[src/rtl/spi_peripheral_pkg.sv]
// Shared constants and frame layout for the SPI register peripheral.
package spi_peripheral_pkg;

  localparam int unsigned FRAME_BITS = 16;
  localparam int unsigned CNT_W      = 5;
  localparam int unsigned ADDR_W     = 7;

  localparam logic [CNT_W-1:0] CNT_FULL = 5'd16;
  localparam logic [CNT_W-1:0] CNT_SAT  = 5'd17;

  localparam logic [ADDR_W-1:0] ADDR_EN_OUT_7_0  = 7'h00;
  localparam logic [ADDR_W-1:0] ADDR_EN_OUT_15_8 = 7'h01;
  localparam logic [ADDR_W-1:0] ADDR_EN_PWM_7_0  = 7'h02;
  localparam logic [ADDR_W-1:0] ADDR_EN_PWM_15_8 = 7'h03;
  localparam logic [ADDR_W-1:0] ADDR_PWM_DUTY    = 7'h04;

  typedef struct packed {
    logic              wr;
    logic [ADDR_W-1:0] addr;
    logic [7:0]        data;
  } frame_t;

endpackage

[src/rtl/sync_ff.sv]
// Multi-flop synchroniser for a single asynchronous input bit.
module sync_ff #(
  parameter int unsigned STAGES    = 2,
  parameter logic        RESET_VAL = 1'b0
) (
  input  logic clk_i,
  input  logic rst_ni,
  input  logic d_i,
  output logic q_o
);

  logic [STAGES-1:0] chain_q;

  always_ff @(posedge clk_i or negedge rst_ni) begin
    if (!rst_ni) begin
      chain_q <= {STAGES{RESET_VAL}};
    end else begin
      chain_q <= {chain_q[STAGES-2:0], d_i};
    end
  end

  assign q_o = chain_q[STAGES-1];

endmodule

[src/rtl/spi_peripheral.sv]
// Write-only SPI mode-0 peripheral exposing five 8-bit control registers.
module spi_peripheral
  import spi_peripheral_pkg::*;
#(
  parameter int unsigned SYNC_STAGES = 2,
  parameter logic [6:0]  MAX_ADDR    = 7'h04
) (
  input  logic       clk,
  input  logic       rst_n,
  input  logic       sclk,
  input  logic       copi,
  input  logic       ncs,
  output logic [7:0] en_reg_out_7_0,
  output logic [7:0] en_reg_out_15_8,
  output logic [7:0] en_reg_pwm_7_0,
  output logic [7:0] en_reg_pwm_15_8,
  output logic [7:0] pwm_duty_cycle
);

  logic sclk_s, copi_s, ncs_s;
  logic sclk_q, ncs_q;

  sync_ff #(.STAGES(SYNC_STAGES), .RESET_VAL(1'b0)) u_sync_sclk (
    .clk_i (clk),
    .rst_ni(rst_n),
    .d_i   (sclk),
    .q_o   (sclk_s)
  );

  sync_ff #(.STAGES(SYNC_STAGES), .RESET_VAL(1'b0)) u_sync_copi (
    .clk_i (clk),
    .rst_ni(rst_n),
    .d_i   (copi),
    .q_o   (copi_s)
  );

  sync_ff #(.STAGES(SYNC_STAGES), .RESET_VAL(1'b1)) u_sync_ncs (
    .clk_i (clk),
    .rst_ni(rst_n),
    .d_i   (ncs),
    .q_o   (ncs_s)
  );

  always_ff @(posedge clk or negedge rst_n) begin
    if (!rst_n) begin
      sclk_q <= 1'b0;
      ncs_q  <= 1'b1;
    end else begin
      sclk_q <= sclk_s;
      ncs_q  <= ncs_s;
    end
  end

  logic sclk_rise, ncs_fall, ncs_rise;
  assign sclk_rise = sclk_s & ~sclk_q;
  assign ncs_fall  = ~ncs_s & ncs_q;
  assign ncs_rise  = ncs_s & ~ncs_q;

  logic                  armed_q, armed_d;
  logic [FRAME_BITS-1:0] shift_q, shift_d;
  logic [CNT_W-1:0]      cnt_q, cnt_d;
  logic                  bit_accept;
  frame_t                frame;
  logic                  commit;

  // A bit coinciding with ncs rising is dropped because ncs_s is already high.
  assign bit_accept = armed_q & ~ncs_s & sclk_rise;
  assign frame      = frame_t'(shift_q);
  assign commit     = armed_q & ncs_rise & (cnt_q == CNT_FULL) & frame.wr &
                      (frame.addr <= MAX_ADDR);

  always_comb begin
    armed_d = armed_q | ncs_s;
    shift_d = shift_q;
    cnt_d   = cnt_q;
    if (bit_accept) begin
      shift_d = {shift_q[FRAME_BITS-2:0], copi_s};
    end
    if (ncs_fall) begin
      cnt_d = '0;
    end else if (bit_accept && cnt_q != CNT_SAT) begin
      cnt_d = cnt_q + 5'd1;
    end
  end

  always_ff @(posedge clk or negedge rst_n) begin
    if (!rst_n) begin
      armed_q <= 1'b0;
      shift_q <= '0;
      cnt_q   <= '0;
    end else begin
      armed_q <= armed_d;
      shift_q <= shift_d;
      cnt_q   <= cnt_d;
    end
  end

  logic [7:0] out_lo_q, out_hi_q, pwm_lo_q, pwm_hi_q, duty_q;
  logic [7:0] out_lo_d, out_hi_d, pwm_lo_d, pwm_hi_d, duty_d;

  always_comb begin
    out_lo_d = out_lo_q;
    out_hi_d = out_hi_q;
    pwm_lo_d = pwm_lo_q;
    pwm_hi_d = pwm_hi_q;
    duty_d   = duty_q;
    if (commit) begin
      case (frame.addr)
        ADDR_EN_OUT_7_0:  out_lo_d = frame.data;
        ADDR_EN_OUT_15_8: out_hi_d = frame.data;
        ADDR_EN_PWM_7_0:  pwm_lo_d = frame.data;
        ADDR_EN_PWM_15_8: pwm_hi_d = frame.data;
        ADDR_PWM_DUTY:    duty_d   = frame.data;
        default: ;
      endcase
    end
  end

  always_ff @(posedge clk or negedge rst_n) begin
    if (!rst_n) begin
      out_lo_q <= 8'h00;
      out_hi_q <= 8'h00;
      pwm_lo_q <= 8'h00;
      pwm_hi_q <= 8'h00;
      duty_q   <= 8'h00;
    end else begin
      out_lo_q <= out_lo_d;
      out_hi_q <= out_hi_d;
      pwm_lo_q <= pwm_lo_d;
      pwm_hi_q <= pwm_hi_d;
      duty_q   <= duty_d;
    end
  end

  assign en_reg_out_7_0  = out_lo_q;
  assign en_reg_out_15_8 = out_hi_q;
  assign en_reg_pwm_7_0  = pwm_lo_q;
  assign en_reg_pwm_15_8 = pwm_hi_q;
  assign pwm_duty_cycle  = duty_q;

endmodule

[config.mk]
export PLATFORM = sky130hd
export DESIGN_NAME = spi_peripheral
export DESIGN_NICKNAME = d
export VERILOG_FILES = /design/src/rtl/spi_peripheral_pkg.sv /design/src/rtl/sync_ff.sv /design/src/rtl/spi_peripheral.sv
export SDC_FILE = /design/constraint.sdc
export NUM_CORES = 1
export LEC_CHECK = 0
export ABC_AREA = 0
export ABC_CLOCK_PERIOD_IN_PS = 2000
export CORE_ASPECT_RATIO = 1.25
export CORE_MARGIN = 8
export CORE_UTILIZATION = 52
export DETAILED_ROUTE_END_ITERATION = 7
export PLACE_DENSITY = 0.81
export SYNTH_ARGS = -nofsm -noshare
export SYNTH_HDL_FRONTEND = slang
export SYNTH_SLANG_ARGS = --single-unit
[constraint.sdc]
create_clock -name clk -period 2 [get_ports clk]
set_clock_uncertainty 0.15 [all_clocks]
set_input_delay 0.4 -clock clk [delete_from_list [all_inputs] [get_ports clk]]
set_output_delay 0.4 -clock clk [all_outputs]
set_load 0.02 [all_outputs]
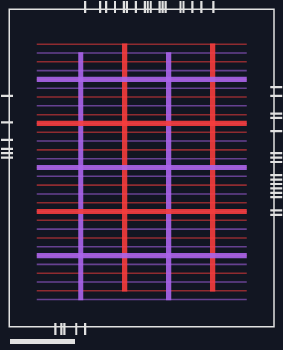
(floorplan with the power grid)
Scale bar: 20 microns. Pins as bars on the die edge.
- VDD: red
- VSS: purple
- met4 straps: 4
- signal pins: 45
- rows: 29
- met5 straps: 5
- met1 rails: 30
Max VDD drop: 0.736 mV
DIE WIDTH: 81.3 microns
Core Region: 5120 sq um

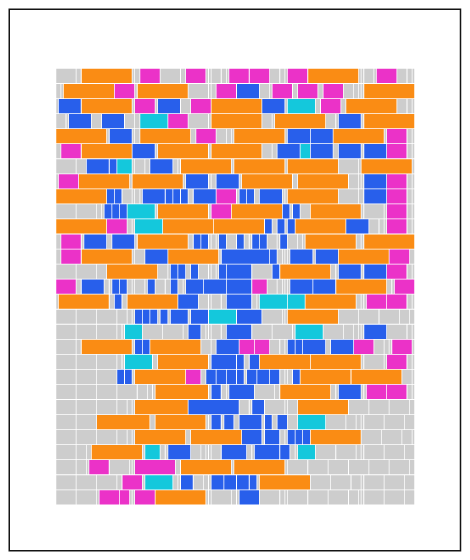
(placed cells, one colour a class)
Fill, decap, tap and diode cells in grey.
- remaining logic cells: blue (cells 131)
- clock drivers and dummy loads: cyan (cells 16)
- remaining buffers and delay cells: magenta (cells 50)
- registers: orange (cells 70)
Post-Route Utilization: 68.7%
Site Rows: 29
fin area: 3520 sq um

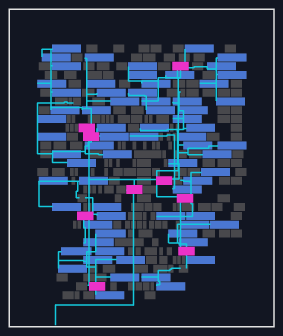
(clock wires, drivers and flops)
- clock wires: cyan (length 751 microns)
- clock-net drivers: magenta (count 9)
- flip-flops: blue (count 70)
- routed clock nets: 10
Clk pwr share: 37.7%
clk_lat worst skew: 0.34 ns

==> Changelog: implementation <==
## Flow update

- DR WL met3: 226 microns
- Status: finished clean
- Hold Crit Start: u_sync_sclk.chain_q[0]
- DRC: 0
- Vias per std cell: 5.31
- Final Wtd Congestion: 0.836
- Slowest cell on crit path: nor4b_4
- First-pass GRT wire length: about 8600 microns
- Num tapcells: 62
- R2R depth: 3
- Final TNS setup: 0 ns
- Period utilisation layout: a little under 100%
- Reg area: 1760 sq um
- Synth cell types: 26
- Hold path cells: 0
- Largest type area fraction: 60.5%
- Critical Path Start Type: flop
- Comb/total area: approximately 28%
- Clock buf/inv share: 5.23%
- Gate Count Post-Synth: 206
- Top cells, area: dfrtp_1 (61%), mux2_2 (16%), nand2_1 (6.6%)
- Final Power: 2.70 mW
- RR Startpoint: frame[13]
- Max FO, Critical Path: 8
- Post-cts resize count: 0
- Hold Crit Class: flop to flop
- Fp_density: 54.1%
- Flops out of synthesis: 70
- Tmin final: 1.97 ns
- Initial drt markers: 52
- Area leader, netlist: dfrtp_1
- Antenna viol nets, final: 0
- Met2 Wirelength: 2700 microns
- Drt total wl: approximately 5300 microns
- Pint: 2.01 mW
- Vias in the first global route: 1751
- Largest net degree at the start of global routing: about 68
- Adder-cell share of the synthesized area: approximately 1.4%
- Critical path capture point: en_reg_out_7_0[0]
- Synth warnings: 0
- Ratio of cells with drive above 1 in the final layout: 28.1%
- CP Class: flop to flop
- Max FFs per register: 16
- Drt first pass iters: 4
- Post-synth area from yosys stat: 2770 sq um
- M3 GR Usage: 2.50%
- Biggest register: frame
- Slew Limit Fails: 0
- Non-clk invs: 3
- FF-to-FF End: en_reg_out_7_0[0]
- Clock buffer count: 10
- Critical path's largest stage delay: 0.46 ns
- Worst slew pin tran: about 0.4 ns
- Stages on the worst setup path: 3
- Sequential group power: 1.56 mW
- WL met1: 2300 microns
- Combinational share of power: under 10%
- Total die area: 7930 sq um
- Max_slew headroom: 72.4%
- #MultiIn Comb: 128
- Seq pwr share: 57.7%
- Static Leak: 1.73 nW
- Seq area share: between 40% and 50%
- CTS H-Tree Depth: 3
- Post-synth EDFFs: 0
- Logic cell area: 992 sq um
- R2R Setup Slk: 0.03 ns
- Most Crowded Layer GR: met2
- Post-synth top flop: dfrtp_1
- Yosys aoi share: about 1.4%
- Detail Placement HPWL: 3790 microns
- Post-Synth XOR/XNOR Area: 0%
Power is estimated from default activity; no workload was simulated.
